## config.mk

```make
export PLATFORM = sky130hd
export DESIGN_NAME = ov7670_capture_ctrl
export DESIGN_NICKNAME = d
export VERILOG_FILES = /design/src/rtl/ov7670_capture_ctrl.sv
export SDC_FILE = /design/constraint.sdc
export NUM_CORES = 1
export LEC_CHECK = 0
export CAP_MARGIN = 20
export CORE_MARGIN = 5
export CORE_UTILIZATION = 50
export CTS_CLUSTER_SIZE = 14
export DETAILED_ROUTE_END_ITERATION = 10
export PLACE_DENSITY = 0.86
export SYNTH_ARGS = -nofsm -noshare
export SYNTH_HDL_FRONTEND = slang
export SYNTH_SLANG_ARGS = --single-unit
```

## constraint.sdc

```tcl
create_clock -name wr_clk -period 3.2 [get_ports wr_clk]
set_clock_uncertainty 0.15 [all_clocks]
set_input_delay 0.96 -clock wr_clk [delete_from_list [all_inputs] [get_ports wr_clk]]
set_output_delay 0.96 -clock wr_clk [all_outputs]
set_load 0.05 [all_outputs]
```

## src/rtl/ov7670_capture_ctrl.sv

```systemverilog
// ov7670_capture_ctrl: write-side sequencer for the camera frame buffer.
// Takes the OV7670 RGB444 byte stream (two bytes per pixel), builds 12-bit
// pixels, drives the buffer write port and tracks frame boundaries.
// Everything runs on wr_clk, the camera pixel clock.
// Optional feature: define CAPTURE_FRAME_CNT_EN to get the frame_cnt port
// and its 16-bit completed-frame counter.
module ov7670_capture_ctrl #(
    parameter int H_ACTIVE = 640,
    parameter int V_ACTIVE = 480,
    parameter int ADDR_W   = 19
) (
    input  logic              wr_clk,
    input  logic              rst,
    input  logic              start,
    input  logic              continuous,
    input  logic              cam_vsync,
    input  logic              cam_href,
    input  logic [7:0]        cam_data,
    output logic              wr_en,
    output logic [ADDR_W-1:0] wr_addr,
    output logic [11:0]       pix_data,
    output logic              busy,
    output logic              frame_done,
    output logic              overflow,
    output logic              short_frame
`ifdef CAPTURE_FRAME_CNT_EN
    ,
    output logic [15:0]       frame_cnt
`endif
);

    // Pixel count is one bit wider than the address so it can hold the full
    // frame size even when the frame exactly fills the address space.
    localparam logic [ADDR_W:0]   TOTAL_C     = (ADDR_W+1)'(H_ACTIVE * V_ACTIVE);
    localparam logic [ADDR_W-1:0] LAST_ADDR_C = ADDR_W'(H_ACTIVE * V_ACTIVE - 1);

    typedef enum logic [1:0] {
        IDLE   = 2'd0,
        ARM    = 2'd1,
        ACTIVE = 2'd2,
        DONE   = 2'd3
    } state_t;

    state_t            state_r;
    state_t            state_nxt_s;

    logic              start_r;
    logic              cont_r;
    logic              vs_r;
    logic              vs_q_r;
    logic              href_r;
    logic [7:0]        data_r;

    logic              phase_r;
    logic [3:0]        red_r;
    logic [ADDR_W:0]   pix_cnt_r;
    logic [ADDR_W:0]   pix_cnt_nxt_s;

    logic              wr_en_r;
    logic [ADDR_W-1:0] wr_addr_r;
    logic [11:0]       pix_data_r;
    logic              busy_r;
    logic              frame_done_r;
    logic              overflow_r;
    logic              short_r;

    logic              vs_fall_s;
    logic              vs_rise_s;
    logic              arm_go_s;
    logic              frame_end_s;
    logic              pix_wr_s;
    logic              ovf_hit_s;

    // Register every camera/control input once before use.
    always_ff @(posedge wr_clk or posedge rst) begin
        if (rst) begin
            start_r <= 1'b0;
            cont_r  <= 1'b0;
            vs_r    <= 1'b0;
            vs_q_r  <= 1'b0;
            href_r  <= 1'b0;
            data_r  <= 8'h00;
        end else begin
            start_r <= start;
            cont_r  <= continuous;
            vs_r    <= cam_vsync;
            vs_q_r  <= vs_r;
            href_r  <= cam_href;
            data_r  <= cam_data;
        end
    end

    assign vs_fall_s   = vs_q_r & ~vs_r;
    assign vs_rise_s   = ~vs_q_r & vs_r;
    assign arm_go_s    = (state_r == ARM) & vs_fall_s;
    assign frame_end_s = (state_r == ACTIVE) & vs_rise_s;

    // Decide whether the current byte completes a pixel that may be written,
    // or one that overruns the frame size.
    always_comb begin
        pix_wr_s  = 1'b0;
        ovf_hit_s = 1'b0;
        if ((state_r == ACTIVE) && href_r && phase_r) begin
            if (pix_cnt_r < TOTAL_C) begin
                pix_wr_s = 1'b1;
            end else begin
                ovf_hit_s = 1'b1;
            end
        end else begin
            pix_wr_s  = 1'b0;
            ovf_hit_s = 1'b0;
        end
        pix_cnt_nxt_s = pix_cnt_r + {{ADDR_W{1'b0}}, pix_wr_s};
    end

    // Capture sequencer state register.
    always_ff @(posedge wr_clk or posedge rst) begin
        if (rst) begin
            state_r <= IDLE;
        end else begin
            state_r <= state_nxt_s;
        end
    end

    // Capture sequencer next-state logic; capture only begins on a VSYNC fall.
    always_comb begin
        state_nxt_s = state_r;
        case (state_r)
            IDLE: begin
                if (start_r) begin
                    state_nxt_s = ARM;
                end else begin
                    state_nxt_s = IDLE;
                end
            end
            ARM: begin
                if (vs_fall_s) begin
                    state_nxt_s = ACTIVE;
                end else begin
                    state_nxt_s = ARM;
                end
            end
            ACTIVE: begin
                if (vs_rise_s) begin
                    state_nxt_s = DONE;
                end else begin
                    state_nxt_s = ACTIVE;
                end
            end
            DONE: begin
                if (cont_r) begin
                    state_nxt_s = ARM;
                end else begin
                    state_nxt_s = IDLE;
                end
            end
            default: begin
                state_nxt_s = IDLE;
            end
        endcase
    end

    // Byte phase and red-nibble holding register; phase resyncs on every HREF gap.
    always_ff @(posedge wr_clk or posedge rst) begin
        if (rst) begin
            phase_r <= 1'b0;
            red_r   <= 4'h0;
        end else if (arm_go_s) begin
            phase_r <= 1'b0;
        end else if ((state_r == ACTIVE) && href_r) begin
            phase_r <= ~phase_r;
            if (!phase_r) begin
                red_r <= data_r[3:0];
            end
        end else begin
            phase_r <= 1'b0;
        end
    end

    // Pixel counter and registered write port; addresses saturate, never wrap.
    always_ff @(posedge wr_clk or posedge rst) begin
        if (rst) begin
            pix_cnt_r  <= '0;
            wr_en_r    <= 1'b0;
            wr_addr_r  <= '0;
            pix_data_r <= 12'h000;
        end else begin
            wr_en_r <= 1'b0;
            if (arm_go_s) begin
                pix_cnt_r <= '0;
                wr_addr_r <= '0;
            end else if (pix_wr_s) begin
                wr_en_r    <= 1'b1;
                wr_addr_r  <= pix_cnt_r[ADDR_W-1:0];
                pix_data_r <= {red_r, data_r};
                pix_cnt_r  <= pix_cnt_nxt_s;
            end else if (ovf_hit_s) begin
                wr_addr_r <= LAST_ADDR_C;
            end
        end
    end

    // Status: busy, frame-done pulse and the sticky overflow/short-frame flags.
    always_ff @(posedge wr_clk or posedge rst) begin
        if (rst) begin
            busy_r       <= 1'b0;
            frame_done_r <= 1'b0;
            overflow_r   <= 1'b0;
            short_r      <= 1'b0;
        end else begin
            busy_r       <= (state_nxt_s != IDLE);
            frame_done_r <= frame_end_s;
            if (arm_go_s) begin
                overflow_r <= 1'b0;
                short_r    <= 1'b0;
            end else begin
                if (ovf_hit_s) begin
                    overflow_r <= 1'b1;
                end
                // Count includes a pixel written on the same cycle as the VSYNC rise.
                if (frame_end_s && (pix_cnt_nxt_s < TOTAL_C)) begin
                    short_r <= 1'b1;
                end
            end
        end
    end

`ifdef CAPTURE_FRAME_CNT_EN
    logic [15:0] frame_cnt_r;

    // Completed-frame counter; wraps naturally and clears only on reset.
    always_ff @(posedge wr_clk or posedge rst) begin
        if (rst) begin
            frame_cnt_r <= 16'h0000;
        end else if (frame_end_s) begin
            frame_cnt_r <= frame_cnt_r + 16'h0001;
        end
    end

    assign frame_cnt = frame_cnt_r;
`endif

    assign wr_en       = wr_en_r;
    assign wr_addr     = wr_addr_r;
    assign pix_data    = pix_data_r;
    assign busy        = busy_r;
    assign frame_done  = frame_done_r;
    assign overflow    = overflow_r;
    assign short_frame = short_r;

endmodule
```

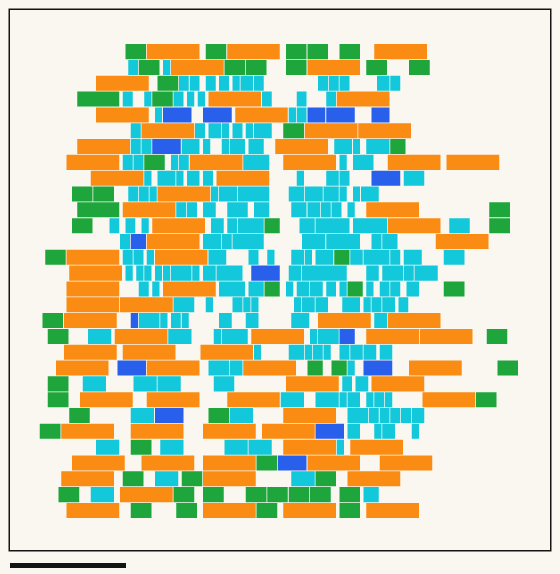
Figure 1: placement by cell class.
Scale bar: 20 um.
legend:
  all other logic:
    color: cyan
    cells: 213
  flip-flops:
    color: orange
    cells: 76
  other buffers and delay cells:
    color: green
    cells: 58
  clock drivers and dummy loads:
    color: blue
    cells: 16
Row Count: 30
placeable core region: 0.006719 mm^2
cell area after layout: 0.004184 mm^2
Final Util: 62.27%

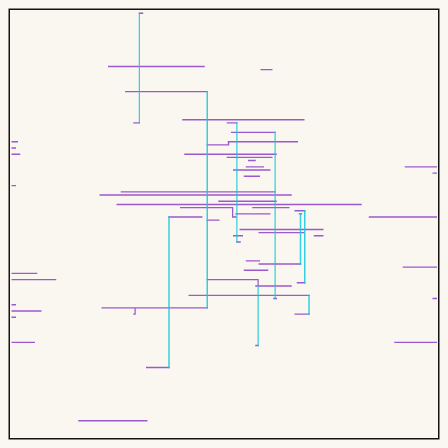
Figure 2: wiring by layer.
Two of the layers only.
legend:
  met3:
    color: purple
    wire_length: 540 um
  met4:
    color: cyan
    wire_length: 209 um
wire length per cell: 17.33 um
total number of vias: 2576

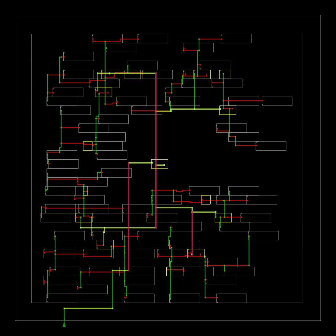
Figure 3: clock nets.
number of sequential storage elements: 76
CTS sink count: 76

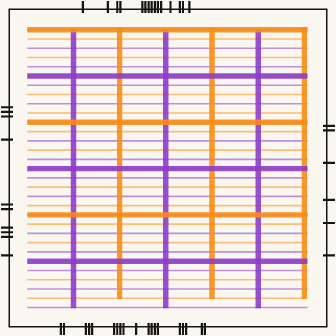
Figure 4: PDN straps and rails.
Pins as bars on the die edge.
legend:
  VSS:
    color: purple
  VDD:
    color: orange
met1 rails: 31
met5 straps: 6
signal pins: 50
met4 straps: 6
largest voltage drop on the vdd net: 0.3749 mV
x dimension of the die: 92.84 um

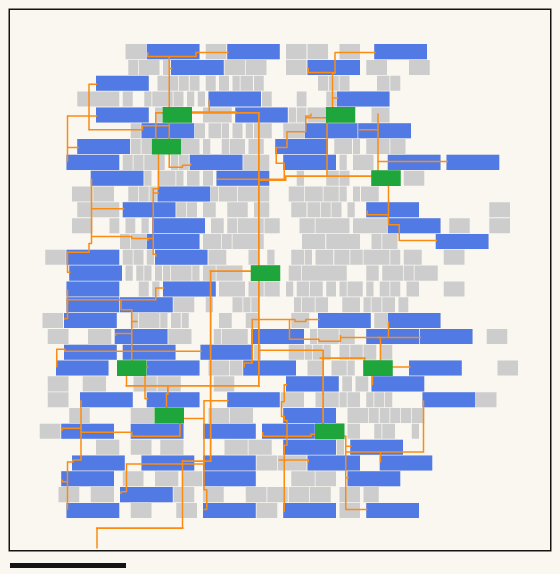
Figure 5: clock distribution.
Scale bar: 20 um.
legend:
  flip-flops:
    color: blue
    count: 76
  clock wires:
    color: orange
    length: 846 um
  cells driving clock nets:
    color: green
    count: 9
routed clock nets: 10
Skew-Pair Late Insertion Delay: 350 ps
clk pwr: 0.000675 W

==> impl_metrics.py <==
# Auto-generated metrics
metrics = {
    "run_status": {
        "status": "finished clean",
    },
    "power_and_ir_drop": {
        "power_leakage_nw": 1.846,
        "power.density_cell_area_mw_per_mm2": 594.0,
        "total_power_w": 0.002485,
    },
    "floorplan": {
        "dieArea_mm2": 0.008618,
        "floorplanUtilization_pct": 51.06,
        "design.portCount": 50,
    },
    "setup_path": {
        "worst-path-stages": 12,
        "critical_path.reg2reg.startpoint": "pix_cnt_r[13]",
        "number_of_cell_instances_on_the_worst_register_to_register_path": 12,
        "crit_buf_inv": 1,
        "worstPathRequired_ps": 3280,
        "worstPathCellList": "a21oi_4 > o21ai_4 > a21oi_4 > nand2_4 > inv_1 > ha_1 > ha_1 > and3_2 > nand4_1 > or3_1 > a21oi_1 > a211oi_2",
        "timing.critical_path.slowest_cell_delay_ps": 490,
        "r2r_end": "short_frame",
        "ff2ff_setup_slack_ps": 190,
        "startpoint_type": "flip-flop",
        "timing.critical_path.to_type": "flip-flop",
        "crit_family": "simple AND/OR/NAND/NOR gates",
        "critical_path_sink": "short_frame",
        "worstSetupPathType": "reg -> reg",
        "cpMaxStageDelayCell": "sky130_fd_sc_hd__dfrtp_1",
        "path_max_fanout": 9,
        "timing.critical_path.arrival_ps": 3090,
        "cp-startpoint": "pix_cnt_r[13]",
    },
    "routing": {
        "postRouteWirelength_um": 7678,
        "drtPass1Iterations": 4,
        "postRouteAntennaNets": 0,
        "drt-initial-drc-count": 154,
        "post_drt_via_cell_ratio": 5.815,
        "drc_viols": 0,
    },
    "place": {
        "pre_cts_slack_ps": 136.6,
        "io_buffers": 49,
        "dp_hpwl_um": 5399,
        "post-place-cells": 427,
        "routabilityCongestion": 0.9018,
    },
    "global_routing": {
        "grt-busiest-layer": "met2",
        "pin_count_of_the_biggest_net_entering_global_routing": 31,
        "grt_antenna_before_repair": 0,
        "globalRouteTotalUtil_pct": 19.32,
        "met2_usage_pct": 29.99,
        "grt-ovfl-total": 0,
        "grt_pass1_vias": 2629,
        "gr-usage-met3_pct": 5.524,
        "grt_first_pass_wirelength_um": 13060,
        "grtUsageMet1_pct": 24.77,
    },
    "timing": {
        "timing.final.hold_violations": 0,
        "achievable-frequency_ghz": 0.3317,
        "setup_viol": 0,
        "final_critical_path_setup_slack_ps": 185.5,
        "final_min_period_over_clock_period_pct": 94.20,
        "final_max_slew_violation_count": 0,
        "rsz0062_at_grt": "false",
        "maxSlewHeadroom_pct": 55.33,
        "finalSetupTns_ps": 0,
        "finalHoldWorstSlack_ps": 266.1,
        "worstMarginPinSlew_ps": 668.2,
        "crit_path_time_final_ps": 3015,
    },
    "min_path": {
        "holdCritPathClass": "reg -> reg",
        "hold_path_depth": 0,
    },
    "layout": {
        "synthToLayoutAreaGrowth_pct": 21.95,
        "layout_top_cells": "sky130_fd_sc_hd__dfrtp_1, sky130_fd_sc_hd__clkdlybuf4s50_1, sky130_fd_sc_hd__a21oi_1",
        "stdcell_count": 443,
        "n_antenna_cell": 0,
        "design.final.nets": 375,
        "layout_top_cell_excl_fill_tap": "sky130_fd_sc_hd__dfrtp_1",
        "drive_gt1_share_pct": 16.25,
    },
    "synth": {
        "netlist-cell-type-count": 53,
        "flop_cell": "sky130_fd_sc_hd__dfrtp_1",
        "synthesis.instances": 310,
        "synth.net_count": 327,
        "yosys.stat.chipArea_mm2": 0.003431,
        "seq_area_frac_synth_pct": 55.43,
        "synthesized_area_per_cell_um2": 11.07,
        "synth.ff_latch_count": 76,
        "synth-edff-count": 0,
        "yosys_cells": 310,
        "yosys_warnings": 0,
        "synth.cell_area_mm2": 0.003431,
        "synthArstFlopShare_pct": 100.0,
    },
    "cts": {
        "h-tree-depth": 3,
        "cts_setup_buffers": 0,
        "cts_made_buffers": 9,
        "clk_transition_reported_paths_ps": 80,
        "clock_tree.root_cell": "sky130_fd_sc_hd__clkbuf_8",
        "tritoncts": "done",
        "post_cts_resize_count": 0,
        "clk_path_buf_depth": 2,
        "cts_hold_repair.buffers": 0,
    },
    "flow_run": {
        "maxCapViolCount": 0,
        "warning_count": 27,
    },
}
==> final cells by class <==
type,count,area [um^2]
clock buffers,12,155.1
well taps,80,100.1
repair buffers,58,583.1
inverters,11,43.79
clock inverters,4,32.53
multi-input cells,202,1368
fillers,517,2535
flip-flops and latches,76,1902
==> through the flow <==
| stage | utilization [%] | instance area (um^2) |
|---|---|---|
| 3_5_place_dp | 59.24 | 3980 |
| 3_3_place_gp | 59.24 | 3980 |
| 6_report | 62.27 | 4184 |
| 4_1_cts | 62.03 | 4168 |
| 2_1_floorplan | - | 3431 |
| 5_1_grt | 62.27 | 4184 |
==> cell usage after synthesis (4+ instances only) <==
master,instances,area [um^2]
sky130_fd_sc_hd__dfrtp_1,76,1902
sky130_fd_sc_hd__a21oi_1,31,155.2
sky130_fd_sc_hd__nor2_1,25,93.84
sky130_fd_sc_hd__nand2_1,20,75.07
sky130_fd_sc_hd__mux2_2,17,191.4
sky130_fd_sc_hd__o21ai_0,15,75.07
sky130_fd_sc_hd__nand3_1,11,55.05
sky130_fd_sc_hd__inv_1,9,33.78
sky130_fd_sc_hd__nand4_1,8,50.05
sky130_fd_sc_hd__clkbuf_1,7,26.28
sky130_fd_sc_hd__a31oi_1,5,31.28
sky130_fd_sc_hd__a32o_1,5,50.05
sky130_fd_sc_hd__and3_1,5,31.28
sky130_fd_sc_hd__buf_2,5,25.02
sky130_fd_sc_hd__mux2i_1,5,50.05
sky130_fd_sc_hd__xnor2_1,5,43.79
sky130_fd_sc_hd__buf_6,4,45.04
sky130_fd_sc_hd__or3_1,4,25.02
==> sequential cells by signal, summed over array words and instances (netlist names), 2 cells and up <==
| register | count |
|---|---|
| pix_data | 12 |
| pix_cnt_r | 20 |
| state_r | 2 |
| data_r | 8 |
| red_r | 4 |
| wr_addr | 19 |
==> worst min path at each step <==
stage          from     end  slack, ps
3_3_place_gp   vs_r  vs_q_r        240
3_5_place_dp   vs_r  vs_q_r        260
5_1_grt        vs_r  vs_q_r        290
2_1_floorplan  vs_r  vs_q_r        220
4_1_cts        vs_r  vs_q_r        270
6_report       vs_r  vs_q_r        270
==> cell families after synthesis <==
family	synth area share, %
simple gates	14.92
flops	55.43
compound gates	14.81
buf+inv	5.178
mux	7.039
xor+xnor	1.532
fa+ha+maj	1.094
==> power by group <==
part / switching, W / internal (W) / total, W
Combinational: 0.000416 / 0.000235 / 0.000652
Sequential: 0.0000795 / 0.00108 / 0.00116
Clock: 0.000347 / 0.000328 / 0.000675
Total: 0.000842 / 0.00164 / 0.00249
==> layer usage <==
layer | part of all wire [%] | vias to the layer above
met3 | 7.0 | 22
li1 | - | 1211
met5 | 0 | -
met2 | 49 | 95
met1 | 42 | 1248
met4 | 2.7 | 0
Power figures rest on the tool's default switching activity, not on a simulated workload.
